<file path="config.mk">
export PLATFORM = sky130hd
export DESIGN_NAME = seg_scan_ctrl
export DESIGN_NICKNAME = d
export VERILOG_FILES = /design/src/rtl/seg_scan_ctrl.sv
export SDC_FILE = /design/constraint.sdc
export NUM_CORES = 1
export LEC_CHECK = 0
export ABC_CLOCK_PERIOD_IN_PS = 3300
export CORE_ASPECT_RATIO = 0.5
export CORE_MARGIN = 2
export CORE_UTILIZATION = 25
export CTS_BUF_LIST = sky130_fd_sc_hd__clkbuf_4 sky130_fd_sc_hd__clkbuf_8 sky130_fd_sc_hd__clkbuf_16
export DETAILED_ROUTE_END_ITERATION = 8
export DONT_BUFFER_PORTS = 1
export MAX_ROUTING_LAYER = met4
export PLACE_DENSITY_LB_ADDON = 0.3
export SETUP_SLACK_MARGIN = 0.4
export SYNTH_ARGS = -nofsm -noshare
export SYNTH_HDL_FRONTEND = slang
export SYNTH_SLANG_ARGS = --single-unit
</file>
<file path="constraint.sdc">
create_clock -name clk -period 3.3 [get_ports clk]
set_input_delay 0.825 -clock clk [delete_from_list [all_inputs] [get_ports clk]]
set_output_delay 0.825 -clock clk [all_outputs]
set_load 0.02 [all_outputs]
</file>
<file path="src/rtl/seg_scan_ctrl.sv">
// seg_scan_ctrl: time-multiplexed scan controller for a common-cathode 7-segment display.
// Incoming data is double-buffered and only swapped into the displayed frame at a frame boundary.
module seg_scan_ctrl #(
  parameter int DIGITS   = 8,
  parameter int SCAN_DIV = 50000
) (
  input  logic                clk,
  input  logic                rst_n,
  input  logic [4*DIGITS-1:0] data_in,
  input  logic [DIGITS-1:0]   dots_in,
  input  logic                load,
  input  logic                blank_lz,
  output logic [3:0]          num,
  output logic                dot,
  output logic [DIGITS-1:0]   cat,
  output logic                frame_done
);

  localparam int PW = (SCAN_DIV > 1) ? $clog2(SCAN_DIV) : 1;
  localparam int IW = (DIGITS > 1) ? $clog2(DIGITS) : 1;
  localparam logic [PW-1:0] PRESC_TC = PW'(SCAN_DIV - 1);
  localparam logic [IW-1:0] IDX_LAST = IW'(DIGITS - 1);

  logic [PW-1:0]       r_presc;
  logic [IW-1:0]       r_idx;
  logic [4*DIGITS-1:0] r_act_data;
  logic [DIGITS-1:0]   r_act_dots;
  logic [4*DIGITS-1:0] r_pend_data;
  logic [DIGITS-1:0]   r_pend_dots;
  logic                r_pend_valid;
  logic [3:0]          r_num;
  logic                r_dot;
  logic [DIGITS-1:0]   r_cat;
  logic                r_frame_done;

  logic                w_tick;
  logic                w_wrap;
  logic [DIGITS-1:0]   w_zero_from;
  logic [3:0]          w_cur_nib;
  logic                w_cur_dot;
  logic                w_cur_blank;
  logic [DIGITS-1:0]   w_cur_cat;

  assign w_tick = (r_presc == PRESC_TC);
  assign w_wrap = w_tick && (r_idx == IDX_LAST);

  // w_zero_from[k]: nibbles DIGITS-1 down to k of the active value are all zero
  always_comb begin
    logic v_zero;
    v_zero      = 1'b1;
    w_zero_from = '0;
    for (int k = DIGITS - 1; k >= 0; k--) begin
      v_zero         = v_zero && (r_act_data[4*k +: 4] == 4'h0);
      w_zero_from[k] = v_zero;
    end
  end

  always_comb begin
    w_cur_nib   = 4'h0;
    w_cur_dot   = 1'b0;
    w_cur_blank = 1'b0;
    w_cur_cat   = '1;
    for (int k = 0; k < DIGITS; k++) begin
      if (r_idx == IW'(k)) begin
        w_cur_nib    = r_act_data[4*k +: 4];
        w_cur_dot    = r_act_dots[k];
        w_cur_blank  = (k != 0) && w_zero_from[k];
        w_cur_cat[k] = 1'b0;
      end
    end
  end

  always_ff @(posedge clk or negedge rst_n) begin
    if (!rst_n) begin
      r_presc <= '0;
      r_idx   <= '0;
    end else begin
      r_presc <= w_tick ? '0 : r_presc + PW'(1);
      if (w_tick) begin
        r_idx <= (r_idx == IDX_LAST) ? '0 : r_idx + IW'(1);
      end
    end
  end

  // A load coinciding with the boundary goes straight to active, bypassing pending
  always_ff @(posedge clk or negedge rst_n) begin
    if (!rst_n) begin
      r_act_data   <= '0;
      r_act_dots   <= '0;
      r_pend_data  <= '0;
      r_pend_dots  <= '0;
      r_pend_valid <= 1'b0;
    end else if (w_wrap) begin
      r_pend_valid <= 1'b0;
      if (load) begin
        r_act_data <= data_in;
        r_act_dots <= dots_in;
      end else if (r_pend_valid) begin
        r_act_data <= r_pend_data;
        r_act_dots <= r_pend_dots;
      end
    end else if (load) begin
      r_pend_data  <= data_in;
      r_pend_dots  <= dots_in;
      r_pend_valid <= 1'b1;
    end
  end

  always_ff @(posedge clk or negedge rst_n) begin
    if (!rst_n) begin
      r_num        <= 4'hF;
      r_dot        <= 1'b0;
      r_cat        <= '1;
      r_frame_done <= 1'b0;
    end else begin
      r_num        <= (blank_lz && w_cur_blank) ? 4'hF : w_cur_nib;
      r_dot        <= w_cur_dot;
      r_cat        <= w_cur_cat;
      r_frame_done <= w_wrap;
    end
  end

  assign num        = r_num;
  assign dot        = r_dot;
  assign cat        = r_cat;
  assign frame_done = r_frame_done;

endmodule

</file>
placed.png
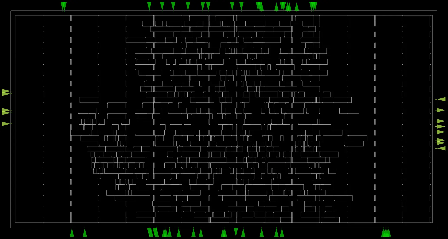
fillers: 2211
n_taps: 300
Layout Cells excl Fill: 779
registers: 114
Seq/total area: 45.40%

ff_map.png
The bar under the picture is 50 um long. Other sequential cells in the stronger grey, the rest of the logic in the fainter grey.
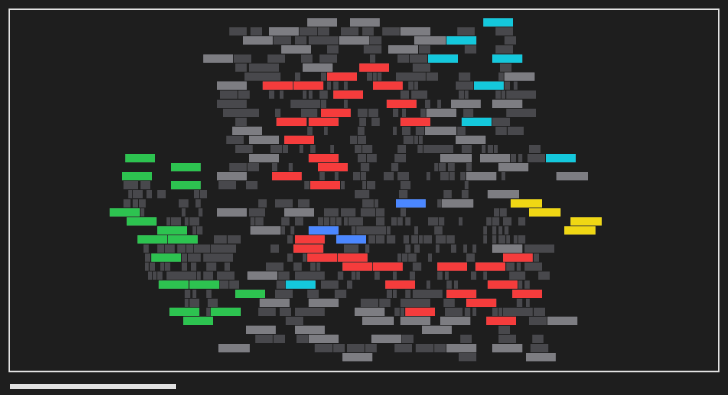
r_pend_dots: marked cyan, sequential cells 8. r_presc: marked green, sequential cells 16. r_idx: marked blue, sequential cells 3. num: marked yellow, sequential cells 4, where middle right. r_act_data: marked red, sequential cells 32.
Another 51 sequential cells are not coloured.

route_heat.png
21 x 11 tiles, from dark blue (low) to red (high), scaled to the fullest tile. Values are wire area over tile area, all layers added.
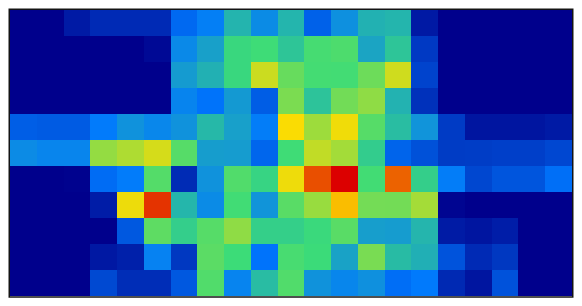
29% of the tiles are nearly empty. 21% of the tiles are over half the peak. The densest ninth of the die: centre. The fullest tile reaches 0.32. The emptiest ninth of the die: upper left. The mean over all tiles is 0.083.
all-layer global routing usage: 11.73%
Via Count: 3427

==> metrics.yaml <==
ant_nets: 0
max_slew.worst_pin.slew_ps: 672.9
slew_viol_final: 0
ys_chip_area_um2: 5453
yosys.area_share.simple_pct: 11.36
cp.required_ps: 3600
gr-total-overflow: 0
register_area_um2: 2868
ys_sh_xor_pct: 1.767
edf_count: 0
topCombFamilyByArea: "multiplexers"
use_met3_pct: 5.228
synthMuxAreaShare_pct: 18.54
cellInternalPower_mw: 2.778
ys_ff: 114
period_used_pct: 79.67
r2r_slack_ps: 670
pwr-share-clk_pct: 53.3
viasPerCell: 4.399
fmax_mhz: 380.4
antenna_found_initial: 0
synth_cell_types: 47
crit_path_start: "r_presc[11]"
critical-path-max-stage-delay_ps: 560
arrival_ps: 2930
syn_avg_cell_area_um2: 11.70
clockBufferDepth: 2
numPortBuffers: 0
cts_max_level: 4
comb_cells: 317
grt_pass1_wl_um: 19500
clock_power_mw: 1.85
syn_inst: 466
max-vdd-ir-drop_uv: 249.8
routabilityCongestion: 0.7348
layout_top_cell: "dfrtp_1"
core_area_um2: 21540
design.die.area_um2: 23080
status: "finished clean"
pg_comb_mw: 0.147
leakage_nw: 2.843
slew_headroom_pct: 55.14
finalSetupViolCount: 0
numClockSinks: 114
cts_tree: "built"
ys_cells: 466
min_period_ps: 2629
initCoreUtil_pct: 25.32
seq_cell_power_mw: 1.48
start_kind: "flop"
synth_seq_share_pct: 52.59
top_usage_layer: "met2"
comb_share_pct: 37.76
use_met1_pct: 15.38
crit_fanout: 22
reg2reg_to: "r_pend_dots[6]"
openroad.warnings: 32
die_h_um: 108.4
inv_count: 8
drtIter0Drc: 242
clkLatencyLatePin_ps: 430
ios: 58
yosysWarnings: 0
holdBufCountCts: 0
use_met2_pct: 16.03
mostFrequentLayoutCells: "dfrtp_1 (102), nand2_1 (62), o21ai_0 (53), mux2i_1 (41), mux2_4 (40)"
syn_area_um2: 5453
buf_share_pct: 0.9509
power_density_nw_per_um2: 549.9
num_antenna_cells: 0
switching_power_mw: 0.6952
comb_area_um2: 2385
hp-class: "primary input to asynchronous set/reset pin"
r2r_cells: 6
drive_above_1_share_pct: 20.67
worstSetupEndpointType: "flop"
cp-endpoint: "r_pend_dots[6]"
cap_violations: 0
clockBufferCount: 26
async_reset_ff_share_pct: 100.0
cts_root_buffer: "clkbuf_16"
clock_wires.png
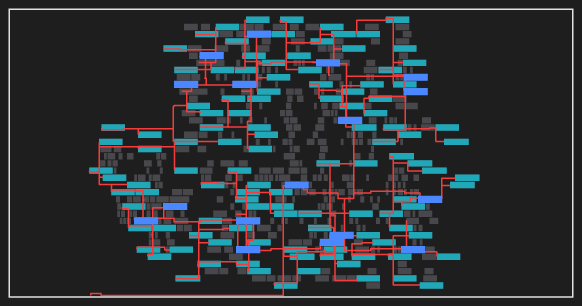
clock wires: marked red, length 1740 um. flip-flops: marked cyan, count 114. clock-net drivers: marked blue, count 17.
There are 18 routed clock nets.

sizing.png
The bar under the picture is 50 um long.
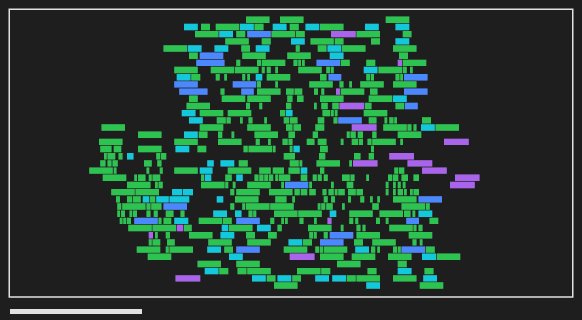
x2: marked purple, cells 17, share 3.5%. x6 and larger: marked blue, cells 23, share 4.8%. x1 and smaller: marked green, cells 380, share 79%. x3 and x4: marked cyan, cells 59, share 12%.
Layout area overhead: 15.83%
Worst Slack Setup Final: 671.0 ps
Final Cell Area: 6316 um^2
count of non-CTS buffers in the layout: 8

synthesized netlist by cell type, drive strengths merged, types with 2 or more instances:
master | count | area [um^2]
a22oi | 5 | 37.54
nand3 | 8 | 40.04
nor4 | 3 | 33.78
ha | 7 | 87.58
or4 | 6 | 48.80
o21ai | 53 | 265.3
nor2 | 18 | 75.07
a222oi | 2 | 20.02
xnor2 | 3 | 26.28
a221oi | 3 | 26.28
o41ai | 2 | 17.52
xor2 | 8 | 70.07
nand2 | 62 | 232.7
mux2 | 40 | 600.6
o31ai | 3 | 22.52
mux2i | 41 | 410.4
buf | 5 | 87.59
nor3 | 3 | 15.01
nor2b | 8 | 50.05
nand3b | 3 | 22.52
a21oi | 11 | 55.05
dfrtp | 102 | 2552
or4bb | 2 | 26.27
dfstp | 12 | 315.3
clkbuf | 22 | 82.58
a21o | 2 | 15.01
o22ai | 5 | 31.28
nand4 | 2 | 12.51
o211ai | 4 | 30.03
or3 | 3 | 18.77
inv | 7 | 26.28
critical path, delay by kind of cell, from the launching register on:
kind | cells | cell delay (ps)
multiplexers | 1 | 340
AND/OR/NAND/NOR | 4 | 1340
buffers and inverters | 1 | 370
flip-flops | 1 | 440
registers in the layout, indices dropped and copies added, names as in the netlist:
name / flops
frame_done: 1
dot: 1
r_idx: 3
r_act_dots: 8
num: 4
cat: 8
r_pend_dots: 8
r_presc: 16
r_pend_data: 32
r_act_data: 32
r_pend_valid: 1
routing by layer:
layer  routed length [um]  vias to the layer above
met2                 5270                       44
met4                  120                        0
met3                  662                       13
met5                    0                        -
met1                 6172                     1710
li1                     -                     1660
stage by stage:
step,std cells,hold WS [ps]
5_1_grt,779,75.56
6_report,779,100.4
4_1_cts,779,81.25
2_1_floorplan,466,442.9
3_3_place_gp,747,458.6
3_5_place_dp,747,461.0
Power and IR drop assume default switching activity.
